==> config.mk <==
export PLATFORM = sky130hd
export DESIGN_NAME = cpu_run_controller
export DESIGN_NICKNAME = d
export VERILOG_FILES = /design/src/rtl/cpu_run_controller.sv
export SDC_FILE = /design/constraint.sdc
export NUM_CORES = 1
export LEC_CHECK = 0
export CORE_MARGIN = 5
export CORE_UTILIZATION = 54
export CTS_CLUSTER_SIZE = 10
export DETAILED_ROUTE_END_ITERATION = 8
export PLACE_DENSITY_LB_ADDON = 0.15
export SLEW_MARGIN = 15
export SYNTH_ARGS = -nofsm -noshare
export SYNTH_HDL_FRONTEND = slang
export SYNTH_SLANG_ARGS = --single-unit
==> constraint.sdc <==
create_clock -name clock -period 7 [get_ports clock]
set_input_delay 1.75 -clock clock [delete_from_list [all_inputs] [get_ports clock]]
set_output_delay 1.75 -clock clock [all_outputs]
set_load 0.05 [all_outputs]
### Ports around the boundary, run 1

Scale: 4 px per um. Pins as bars across the die edge, other pins in grey.
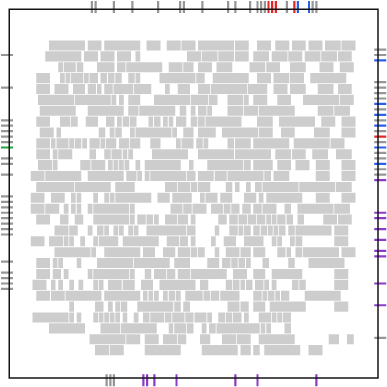
colour	port	pins	direction	edge
green	`done`	1	output	left
red	`core_mem_addr`	5	input	4 top, 1 right
purple	`cycles_used`	16	output	9 right, 7 bottom
blue	`mem_write_data`	8	output	6 right, 2 top
all pins by edge	31 right, 24 left, 23 top, 10 bottom
number of buffers added on ports: 87
Chip Height: 91.8 um

### Gate families picked out, run 1

Scale: 3 px per um.
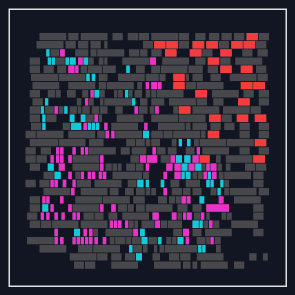
colour	family	cells	most used
cyan	nor cells	55	nor2_1
red	mux cells	27	mux2_2
magenta	nand cells	103	nand2_1
multi-input gate share of the layout cell area: 39.5%
most common cell after layout, fill and taps aside: sky130_fd_sc_hd__clkdlybuf4s50_1

### Close-up of the layout, run 1

Window x 33 to 58, y 15 to 40 um. Cells in grey, sequential cells in the stronger grey; small squares are vias.
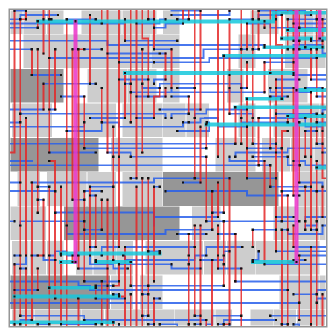
colour	layer
red	metal 2
magenta	metal 4
cyan	metal 3
blue	metal 1
cells with their middle in the window	55
most frequent	nand2_1 (7), xnor2_1 (6), nand3_1 (5)
sequential cells in the window	4

### Congestion heat map, run 1

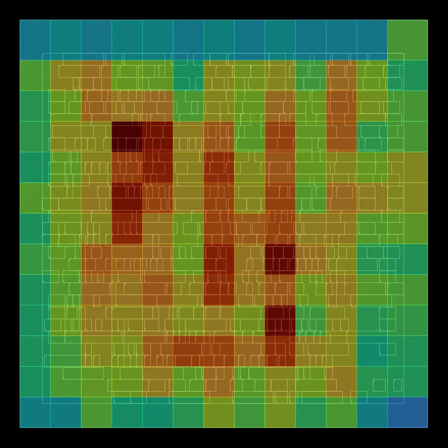
met2 track demand over resource: 36.0%
overall routing resource usage: 23.3%

==> PnR_summary.wiki <==
== Flow metrics ==
{| class="wikitable"
! Metric !! Value
|-
| Outcome || completed
|-
| Maximum number of buffers from clock root to sink || 2
|-
| Proportion of total power due to net switching || between 40% and 50%
|-
| Slew margin rel. || a little over a quarter
|-
| Remaining global-route overflow || 0
|-
| Number of nets in the layout || ~530
|-
| Antenna diode instance count || 0
|-
| Dominant cell type by count on the critical path || sky130_fd_sc_hd__clkdlybuf4s50_1
|-
| Largest area contributor in the synthesized netlist || sky130_fd_sc_hd__dfrtp_1
|-
| Worst supply voltage drop on vdd || ~0.25 mV
|-
| Detailed-routing iteration count for the pre-antenna-repair pass || 5
|-
| Average vias per placed instance || 5.91
|-
| RSZ-0062 raised after global routing || false
|-
| Required time at the worst-slack endpoint || 5250 ps
|-
| Area share of the largest cell type after synthesis || 44.3%
|-
| Area of the synthesized netlist per yosys stat || 0.00362 mm^2
|-
| Setup_tns || 0 ps
|-
| Syn Nets || ~440
|-
| Clock tree root driver cell || sky130_fd_sc_hd__clkbuf_8
|-
| Clock tree from TritonCTS || built
|-
| Min Clock Period, post-route || 4910 ps
|-
| Row count || 29
|-
| Endpoint kind of the worst setup timing path || output pin
|-
| Area of the die || around 0.0084 mm^2
|-
| Main area contributors after synthesis || sky130_fd_sc_hd__dfrtp_1, sky130_fd_sc_hd__mux2_2, sky130_fd_sc_hd__nand2_1, sky130_fd_sc_hd__o21ai_0, sky130_fd_sc_hd__xnor2_1
|-
| Standard cell core area || ~0.0064 mm^2
|-
| Sum of internal, switching and leakage power || between 1.5 and 2 mW
|-
| Postcts setup bufs || 0
|-
| Classification of the worst setup path || in -> out
|-
| Cell family with the largest share of critical-path delay || buffers and inverters
|-
| Cell area power density || ~400 mW/mm^2
|-
| EDFF count, synth || 0
|-
| Cells along the critical path || clkdlybuf4s50_1, mux2_2, clkdlybuf4s50_1
|-
| CP peak stage delay || between 700 and 800 ps
|-
| Net switching power of the design || between 0.8 and 0.9 mW
|-
| Post-CTS resize count || 0
|-
| Peak fanout along the critical path || 1
|-
| Critical Path AT || roughly 3200 ps
|-
| Die outline width || roughly 92 um
|-
| Number of unique standard cell types used by synthesis || approximately 50
|-
| Weighted congestion reported at the end of routability-driven placement || a little under 0.9
|-
| Number of antenna violations at the first check in global routing || 0
|-
| Syn. warnings || 0
|-
| H-tree depth reported by CTS || 3
|-
| Number of global-route vias before repair || ~3,200
|-
| Clock buffers created by TritonCTS || 9
|-
| Adder and majority gate portion of the synthesized area || 1.73%
|-
| Initial core utilization || a little under three fifths
|-
| Main combinational cell family by area after synthesis || simple AND/OR/NAND/NOR gates
|-
| Total count of hold-check failures in the final report || 0
|-
| Internal power || about 1.0 mW
|-
| Average size of a mapped cell || about 9.2 um^2
|-
| Worst reg2reg setup slack || a little under 4000 ps
|-
| Total detailed-routing wirelength || around 9500 um
|-
| Logic depth of the worst setup path including buffers || 3
|-
| Proportion of synthesized flip-flops having asynchronous set or reset || 100%
|-
| Total of max-cap violations || 0
|-
| Sequential share of power || around a third
|-
| Area of the mapped netlist || 0.00362 mm^2
|-
| Number of nets still failing antenna checks after routing || 0
|-
| Class of the tightest hold or removal check || reg -> reg
|-
| Number of setup violations in the final report || 0
|-
| Clock input transition at the sequential cells of the worst setup and hold paths || roughly 80 ps
|-
| Most used standard cells in the synthesized netlist || sky130_fd_sc_hd__nand2_1, sky130_fd_sc_hd__dfrtp_1, sky130_fd_sc_hd__nor2_1
|-
| Avg WL per Cell || 17.0 um
|-
| MUX area fraction || 8.37%
|-
| Startpoint kind of the worst setup timing path || input pin
|-
| Yosys stat cell total || 395
|-
| Synthesis-to-layout area growth || 30.6%
|-
| Crit-path slowest cell || sky130_fd_sc_hd__clkdlybuf4s50_1
|-
| Post-Synth AOI/OAI Area || 13.0%
|-
| Number of DRC markers in iteration 0 || 233
|-
| Total buffers and inverters traversed by the critical path || 2
|-
| Fraction of layout cells with a size suffix above 1 || about 11%
|-
| Portion of the clock cycle consumed by the worst path in the final layout || 70.1%
|-
| Max Transition Viols Final || 0
|-
| Count of clock tree sinks || around 65
|-
| Logic gate share of total power || approximately half
|-
| Wire length of the first global-routing pass || between 15,000 and 20,000 um
|-
| Maximum number of pins on one net before global-route repair || ~66
|-
| Via count || 3,324
|-
| Insertion Delay late pin || 350 ps
|-
| Number of storage elements in the synthesis netlist || between 60 and 70
|-
| Cell with the most instances after synthesis || sky130_fd_sc_hd__nand2_1
|-
| Number of standard cells after synthesis || 395
|-
| Sequential area share after synthesis || ~45%
|-
| Commonest flop || sky130_fd_sc_hd__dfrtp_1
|-
| Static power due to leakage || between 2 and 2.5 nW
|-
| Tool Warnings || 27
|-
| Simple share || around 22%
|-
| Highest attainable clock frequency || 204 MHz
|-
| Worst Hold Path Cells || 1
|-
| Final setup skew || 8.98 ps
|-
| Hold-fix buffer count after cts || 0
|-
| Actual transition at the worst max-transition pin || ~1100 ps
|-
| Total DRC errors in the routed layout || 0
|-
| Half-perimeter wire length after detailed placement || about 6700 um
|-
| Synth Area in XOR/XNOR || slightly above 6%
|-
| Part of the power in the clock network || roughly 16%
|-
| I/O pin count || 88
|-
| Worst-case reg-to-reg path depth || 7
|}
run 1: layout by cell type, fill, tap and decap left out, drive strengths merged, types with 2 or more instances in the layout:
| master | Yosys | final |
|---|---|---|
| o22ai | 6 | 6 |
| dfrtp | 64 | 64 |
| mux2 | 26 | 26 |
| nand4 | 13 | 13 |
| xnor2 | 14 | 14 |
| a211oi | 2 | 2 |
| nor2 | 32 | 32 |
| or4 | 2 | 2 |
| or3 | 2 | 2 |
| nor3 | 8 | 8 |
| o211ai | 4 | 4 |
| o41ai | 2 | 2 |
| nor2b | 5 | 5 |
| clkinv | 0 | 5 |
| nand3 | 12 | 12 |
| nor4 | 10 | 10 |
| o221ai | 2 | 2 |
| nand2 | 77 | 77 |
| xor2 | 11 | 11 |
| ha | 5 | 5 |
| buf | 6 | 5 |
| inv | 13 | 13 |
| o31ai | 4 | 4 |
| o311ai | 2 | 2 |
| and3 | 4 | 4 |
| o21ai | 26 | 26 |
| a21oi | 15 | 15 |
| clkdlybuf4s50 | 0 | 86 |
| a21o | 2 | 2 |
| clkbuf | 11 | 10 |
run 1: power by group through the flow:
stage	sequential, mW	combinational, mW	clock, mW
after floorplan	0.720	0.574	0
after global placement	0.637	0.926	0
after detailed placement	0.642	0.954	0
after CTS	0.637	0.961	0.312
after global routing	0.659	1.03	0.331
final	0.641	0.959	0.311
run 1: layer usage:
metal | wire, um | track usage (%) | part of all wire [%] | vias to the layer above
met5 | 0 | 0 | 0 | -
met2 | 4390 | 36.0 | 46 | 163
met3 | 724 | 3.76 | 7.6 | 17
met1 | 4270 | 32.9 | 45 | 1576
li1 | - | - | - | 1568
met4 | 163 | 9.28 | 1.7 | 0
run 1: logic make-up after synthesis:
logic type	Yosys count
and+or+nand+nor	170
AOI/OAI and AO/OA	73
DFF	65
buffers and inverters	30
muxes	27
xor gates and xnor gates	25
adders and majority gates	5
run 1: layout make-up:
class                      count  area, um^2
fill                         500        1700
inverter                      13        48.8
sequential                    65        1630
multi-input combinational    300        1870
tap                           77        96.3
clock buffer                  10         128
clock inverter                 6        58.8
timing repair buffer          91         896
run 1: metrics by stage:
stage	hold slack (ps)	setup slack (ps)	instances	instance area (um^2)	utilization, %
after floorplan	461	3130	395	3620	-
after global placement	482	2090	546	4540	70.6
after detailed placement	488	2080	546	4540	70.6
after CTS	505	2080	562	4720	73.5
after global routing	535	2070	562	4720	73.5
final	507	2090	562	4720	73.5
run 1: worst register-to-register path, cell delays in order (launching register included):
cell and delay, ps:
sky130_fd_sc_hd__dfrtp_1 500, sky130_fd_sc_hd__ha_1 250, sky130_fd_sc_hd__nand3_1 370, sky130_fd_sc_hd__or3_4 540, sky130_fd_sc_hd__a2111oi_4 390, sky130_fd_sc_hd__nand3_2 100
sky130_fd_sc_hd__or4_4 560, sky130_fd_sc_hd__a32oi_1 220
No activity file was given, so power comes from the tool's default toggle rates.
